Figure 1. Cells coloured by class.
Drawn at 1 px/micron.
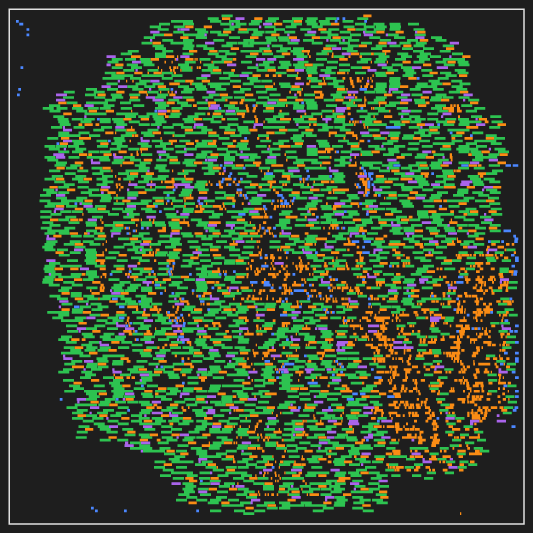
Figure 2. Signal wires on met1.
Drawn at 1 px/micron. Supply wires on this layer in grey. Cells faint in the background.
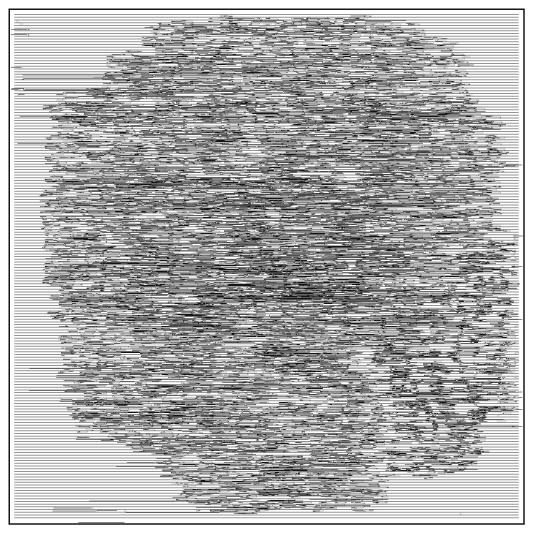
File: config.mk
export PLATFORM = sky130hd
export DESIGN_NAME = moving_avg_mc_filter_flat
export DESIGN_NICKNAME = d
export VERILOG_FILES = /design/src/rtl/moving_avg_mc_filter_if.sv /design/src/rtl/moving_avg_mc_filter.sv /design/src/flat_wrapper.sv
export SDC_FILE = /design/constraint.sdc
export NUM_CORES = 2
export LEC_CHECK = 0
export CAP_MARGIN = 20
export CELL_PAD_IN_SITES_DETAIL_PLACEMENT = 0
export CELL_PAD_IN_SITES_GLOBAL_PLACEMENT = 1
export CORE_MARGIN = 4
export CORE_UTILIZATION = 35
export DETAILED_ROUTE_END_ITERATION = 16
export PLACE_DENSITY = 0.53
export SETUP_SLACK_MARGIN = 0.15
export SYNTH_ARGS = -nofsm -noshare
export SYNTH_HDL_FRONTEND = slang
export SYNTH_SLANG_ARGS = --single-unit
File: constraint.sdc
create_clock -name clk -period 11.7 [get_ports clk]
set_input_delay 1.17 -clock clk [delete_from_list [all_inputs] [get_ports clk]]
set_output_delay 1.17 -clock clk [all_outputs]
set_load 0.005 [all_outputs]
File: src/rtl/moving_avg_mc_filter_if.sv
// Sample stream bundle for the multi-channel moving-average filter.
// The slave side is the filter; the master side is the sample source plus
// the downstream consumer (which owns out_ready).
interface moving_avg_mc_filter_if #(
    parameter int WIDTH = 16,
    parameter int CHW   = 2
);
    logic             in_valid;
    logic             in_ready;
    logic [CHW-1:0]   in_ch;
    logic [WIDTH-1:0] in_sample;
    logic             out_valid;
    logic             out_ready;
    logic [CHW-1:0]   out_ch;
    logic [WIDTH-1:0] out_sample;

    modport slave (
        input  in_valid, in_ch, in_sample, out_ready,
        output in_ready, out_valid, out_ch, out_sample
    );

    modport master (
        output in_valid, in_ch, in_sample, out_ready,
        input  in_ready, out_valid, out_ch, out_sample
    );
endinterface

File: src/rtl/moving_avg_mc_filter.sv
// Multi-channel, runtime-configurable moving-average filter.
// CH channels share one datapath; each keeps its own circular buffer, write
// pointer, fill count and running sum. Window N = 2^shift_q is reloaded by
// cfg_load_i, which also clears every channel's fill/ptr/sum. Old-sample
// read is asynchronous, so a channel can be fed every cycle with no bubble.
module moving_avg_mc_filter #(
    parameter int WIDTH     = 16,
    parameter int CH        = 4,
    parameter int MAX_SHIFT = 5,
    parameter int DO_ROUND  = 1
) (
    input  logic                           clk,
    input  logic                           rst_n,
    input  logic [$clog2(MAX_SHIFT+1)-1:0] cfg_shift_i,
    input  logic                           cfg_load_i,
    moving_avg_mc_filter_if.slave          bus,
    output logic                           err_ch_o
);

    localparam int CHW   = (CH > 1) ? $clog2(CH) : 1;
    localparam int SW    = $clog2(MAX_SHIFT + 1);
    localparam int DEPTH = 1 << MAX_SHIFT;
    localparam int SUMW  = WIDTH + MAX_SHIFT;
    localparam int FILLW = MAX_SHIFT + 1;

    localparam logic [SW-1:0] MAX_S = SW'(MAX_SHIFT);

    // Per-channel state
    logic [WIDTH-1:0]        mem_q  [CH][DEPTH];
    logic [MAX_SHIFT-1:0]    ptr_q  [CH];
    logic [FILLW-1:0]        fill_q [CH];
    logic signed [SUMW-1:0]  sum_q  [CH];

    // Shared configuration and output register
    logic [SW-1:0]           shift_q;
    logic                    out_valid_q;
    logic [CHW-1:0]          out_ch_q;
    logic [WIDTH-1:0]        out_sample_q;
    logic                    err_q;

    // Datapath
    logic                    in_ready;
    logic                    accept;
    logic                    ch_ok;
    logic [CHW-1:0]          ch_idx;
    logic [FILLW-1:0]        win_n;
    logic [MAX_SHIFT-1:0]    win_last;
    logic [MAX_SHIFT-1:0]    cur_ptr;
    logic [FILLW-1:0]        cur_fill;
    logic                    full;
    logic [WIDTH-1:0]        old_sample;
    logic signed [SUMW-1:0]  in_ext;
    logic signed [SUMW-1:0]  old_ext;
    logic signed [SUMW-1:0]  sum_d;
    logic [FILLW-1:0]        fill_d;
    logic [MAX_SHIFT-1:0]    ptr_d;
    logic                    beat;
    logic signed [SUMW:0]    rnd;
    logic signed [SUMW:0]    rounded;
    logic [WIDTH-1:0]        sample_d;
    logic [SW-1:0]           shift_d;

    // When CH fills the channel field exactly, no out-of-range code exists.
    generate
        if (CH == (1 << CHW)) begin : g_ch_full
            assign ch_ok = 1'b1;
        end else begin : g_ch_part
            localparam logic [CHW:0] CH_LIM = (CHW + 1)'(CH);
            assign ch_ok = ({1'b0, bus.in_ch} < CH_LIM);
        end
    endgenerate

    // A pending beat blocks input unless it leaves this cycle; cfg_load always refuses.
    assign in_ready = !cfg_load_i && (!out_valid_q || bus.out_ready);
    assign accept   = bus.in_valid && in_ready;

    // Per-accept update of the addressed channel and the averaged result.
    always_comb begin
        ch_idx     = ch_ok ? bus.in_ch : '0;
        win_n      = FILLW'(1) << shift_q;
        win_last   = MAX_SHIFT'(win_n - 1'b1);
        cur_ptr    = ptr_q[ch_idx];
        cur_fill   = fill_q[ch_idx];
        full       = (cur_fill == win_n);
        old_sample = full ? mem_q[ch_idx][cur_ptr] : '0;
        in_ext     = {{MAX_SHIFT{bus.in_sample[WIDTH-1]}}, bus.in_sample};
        old_ext    = {{MAX_SHIFT{old_sample[WIDTH-1]}}, old_sample};
        sum_d      = sum_q[ch_idx] + in_ext - old_ext;
        fill_d     = full ? cur_fill : cur_fill + 1'b1;
        ptr_d      = (cur_ptr == win_last) ? '0 : cur_ptr + 1'b1;
        beat       = (fill_d == win_n);
        rnd        = '0;
        if (DO_ROUND != 0 && shift_q != '0) begin
            rnd = (SUMW + 1)'(1) << (shift_q - 1'b1);
        end
        rounded    = {sum_d[SUMW-1], sum_d} + rnd;
        // A full window of in-range samples keeps the quotient inside WIDTH.
        sample_d   = WIDTH'(rounded >>> shift_q);
        shift_d    = (cfg_shift_i > MAX_S) ? MAX_S : cfg_shift_i;
    end

    // Channel bookkeeping: cfg_load wins over any accept (which it blocks anyway).
    always_ff @(posedge clk or negedge rst_n) begin
        if (!rst_n) begin
            shift_q <= MAX_S;
            for (int c = 0; c < CH; c++) begin
                ptr_q[c]  <= '0;
                fill_q[c] <= '0;
                sum_q[c]  <= '0;
            end
        end else if (cfg_load_i) begin
            shift_q <= shift_d;
            for (int c = 0; c < CH; c++) begin
                ptr_q[c]  <= '0;
                fill_q[c] <= '0;
                sum_q[c]  <= '0;
            end
        end else if (accept && ch_ok) begin
            ptr_q[ch_idx]  <= ptr_d;
            fill_q[ch_idx] <= fill_d;
            sum_q[ch_idx]  <= sum_d;
        end
    end

    // Sample buffers are never cleared; fill gating hides stale contents.
    always_ff @(posedge clk) begin
        if (accept && ch_ok) begin
            mem_q[ch_idx][cur_ptr] <= bus.in_sample;
        end
    end

    // Output beat register: reload on a beat-producing accept, hold under backpressure.
    always_ff @(posedge clk or negedge rst_n) begin
        if (!rst_n) begin
            out_valid_q  <= 1'b0;
            out_ch_q     <= '0;
            out_sample_q <= '0;
        end else if (cfg_load_i) begin
            out_valid_q  <= 1'b0;
        end else if (accept) begin
            out_valid_q <= ch_ok && beat;
            if (ch_ok && beat) begin
                out_ch_q     <= bus.in_ch;
                out_sample_q <= sample_d;
            end
        end else if (bus.out_ready) begin
            out_valid_q  <= 1'b0;
        end
    end

    // Sticky flag for samples addressed to a non-existent channel.
    always_ff @(posedge clk or negedge rst_n) begin
        if (!rst_n) begin
            err_q <= 1'b0;
        end else if (accept && !ch_ok) begin
            err_q <= 1'b1;
        end
    end

    assign bus.in_ready   = in_ready;
    assign bus.out_valid  = out_valid_q;
    assign bus.out_ch     = out_ch_q;
    assign bus.out_sample = out_sample_q;
    assign err_ch_o       = err_q;

endmodule

File: src/flat_wrapper.sv
// flat-port wrapper written by rule: the top's interface ports become plain ports
module moving_avg_mc_filter_flat 
#(
    parameter int WIDTH     = 16,
    parameter int CH        = 4,
    parameter int MAX_SHIFT = 5,
    parameter int DO_ROUND  = 1
)
  (clk, rst_n, cfg_shift_i, cfg_load_i, err_ch_o, bus_in_valid, bus_in_ch, bus_in_sample, bus_out_ready, bus_in_ready, bus_out_valid, bus_out_ch, bus_out_sample);
  moving_avg_mc_filter_if #(.WIDTH(WIDTH), .CHW(2)) bus_i ();
  input  logic clk;
  input  logic rst_n;
  input  logic [$clog2(MAX_SHIFT+1)-1:0] cfg_shift_i;
  input  logic cfg_load_i;
  output logic err_ch_o;
  input wire logic [$bits(bus_i.in_valid)-1:0] bus_in_valid;
  input wire logic [$bits(bus_i.in_ch)-1:0] bus_in_ch;
  input wire logic [$bits(bus_i.in_sample)-1:0] bus_in_sample;
  input wire logic [$bits(bus_i.out_ready)-1:0] bus_out_ready;
  output wire logic [$bits(bus_i.in_ready)-1:0] bus_in_ready;
  output wire logic [$bits(bus_i.out_valid)-1:0] bus_out_valid;
  output wire logic [$bits(bus_i.out_ch)-1:0] bus_out_ch;
  output wire logic [$bits(bus_i.out_sample)-1:0] bus_out_sample;
  assign bus_i.in_valid = bus_in_valid;
  assign bus_i.in_ch = bus_in_ch;
  assign bus_i.in_sample = bus_in_sample;
  assign bus_i.out_ready = bus_out_ready;
  assign bus_in_ready = bus_i.in_ready;
  assign bus_out_valid = bus_i.out_valid;
  assign bus_out_ch = bus_i.out_ch;
  assign bus_out_sample = bus_i.out_sample;
  moving_avg_mc_filter #(.WIDTH(WIDTH), .CH(CH), .MAX_SHIFT(MAX_SHIFT), .DO_ROUND(DO_ROUND)) u_core (.clk(clk), .rst_n(rst_n), .cfg_shift_i(cfg_shift_i), .cfg_load_i(cfg_load_i), .bus(bus_i), .err_ch_o(err_ch_o));
endmodule
==> Changelog: implementation <==
### Changed

- Outcome: finished, final reports clean
- Worst setup path endpoint: u_core.bus.out_sample[13]$_DFFE_PN0P_
- Clock Power Share: 0.397
- Antenna violations before repair: 20
- Xor+xnor area frac: 0.00391
- Worst setup startpoint: bus_in_ch[1]
- Synth Warn #: 0
- Post-layout period usage: 0.797
- First-pass GRT wire length: 381,000 microns
- Busiest grt layer: met2
- OpenROAD warning count: 40
- Seq. pwr: 8.71 mW
- Clock network area share: 0.0715
- Layout Cells excl Fill: 8,571
- Buffers, non-clock: 279
- Syn Std Cell Area: 89,300 sq um
- TNS Setup: 0 ps
- Top cell area share: 0.689
- RSZ-0062 raised after global routing: false
- Placed Cells: 8,135
- Total combinational power: 2.08 mW
- Largest logic family: multiplexers
- Seq pwr share: 0.487
- Yosys reg bits: 2,198
- FP Core Util: 0.352
- Worst VDD drop: 133 uV
- Layout cells sized above 1: 0.234
- Root buffer cell: clkbuf_16
- Post-synth top area cell: edfxtp_1
- Reg2reg start: u_core.ptr_q[17]$_DFFE_PN0P_
- Pwr dens: 175 nW/um^2
- Total CTS buffers: 232
- Post-synth mux share: 0.154
- Crit-path most repeated cell: o21ai_0
- Area growth syn-to-layout: 14.6%
- Switching power: 4.55 mW
- Complex-gate fraction of the synthesized area: 0.0376
- Critical path class: input port to flop
- Final core utilization: 0.403
- Placed Area: 95,000 sq um
- Routing usage on met2: 0.321
- F_max: 107 MHz
- Logic pwr share: 0.116
- Total core area: 254,000 sq um
- Combinational Gates: 2,247
- Port bufs: 45
- ANT cells: 6
- Critical Path AT: 10,070 ps
- Cell Type Count: 80
- Filler cells: 22,800
- Max Slew Vio Count: 0
- Worst-path clk slew: 60 ps
- Flip-flops: 2,198
- Post-route minimum period: 9330 ps
- Fraction of area in multi-input gates: 0.223
- Overall power: 17.9 mW
- Final instance area: 102,000 sq um
- Final worst-path setup slack: 2370 ps
- Crit-path max FO: 57
- Endpoints failing hold: 0
- Post-CTS setup buffer count: 0
- Met2 wire len: 127,000 microns
- Number of clock sinks: 2,198
- Largest net degree at the start of global routing: 109
- Endpoints failing setup: 0
- FF/Latch Area: 65,300 sq um
- Ys cells: 4,784
- Met3 routed WL: 14,300 microns
Notes on Figure 1 above:
| colour | class | cells | share of their area |
|---|---|---|---|
| orange | combinational and other logic | 2,293 | 23% |
| blue | remaining buffers and delay cells | 279 | 2.6% |
| purple | clock drivers and dummy loads | 429 | 7.5% |
| green | sequential cells | 2,198 | 67% |

Notes on Figure 2 above:
main direction: horizontal
wire length on this layer: 121 mm
GR Layer Usage met1: 0.294
Post-Route WL: 270,000 microns
vias: 46,900

## cell usage in the layout, fill, tap and decap left out, types with 28 or more instances in the layout
cell / n
edfxtp_1: 2048
mux4_2: 542
nand2_1: 400
clkbuf_16: 234
buf_4: 220
o21ai_0: 172
a21oi_1: 167
dfrtp_1: 148
nor2_1: 136
mux2i_1: 127
nand3b_1: 114
clkinv_1: 66
a211oi_1: 60
nor2_2: 50
clkbuf_1: 49
o22ai_1: 44
inv_1: 41
clkinv_2: 41
ha_1: 36
nand3_1: 31
nor2b_1: 30
and3_1: 28
## sequential cells by signal, indices dropped and copies added (netlist names)
name,flops
u_core.bus.out_ch,2
u_core.bus.out_sample,16
u_core.sum_q,84
u_core.fill_q,24
u_core.shift_q,3
u_core.ptr_q,20
u_core.bus.out_valid,1
u_core.mem_q,2048
Power figures rest on the tool's default switching activity, not on a simulated workload.
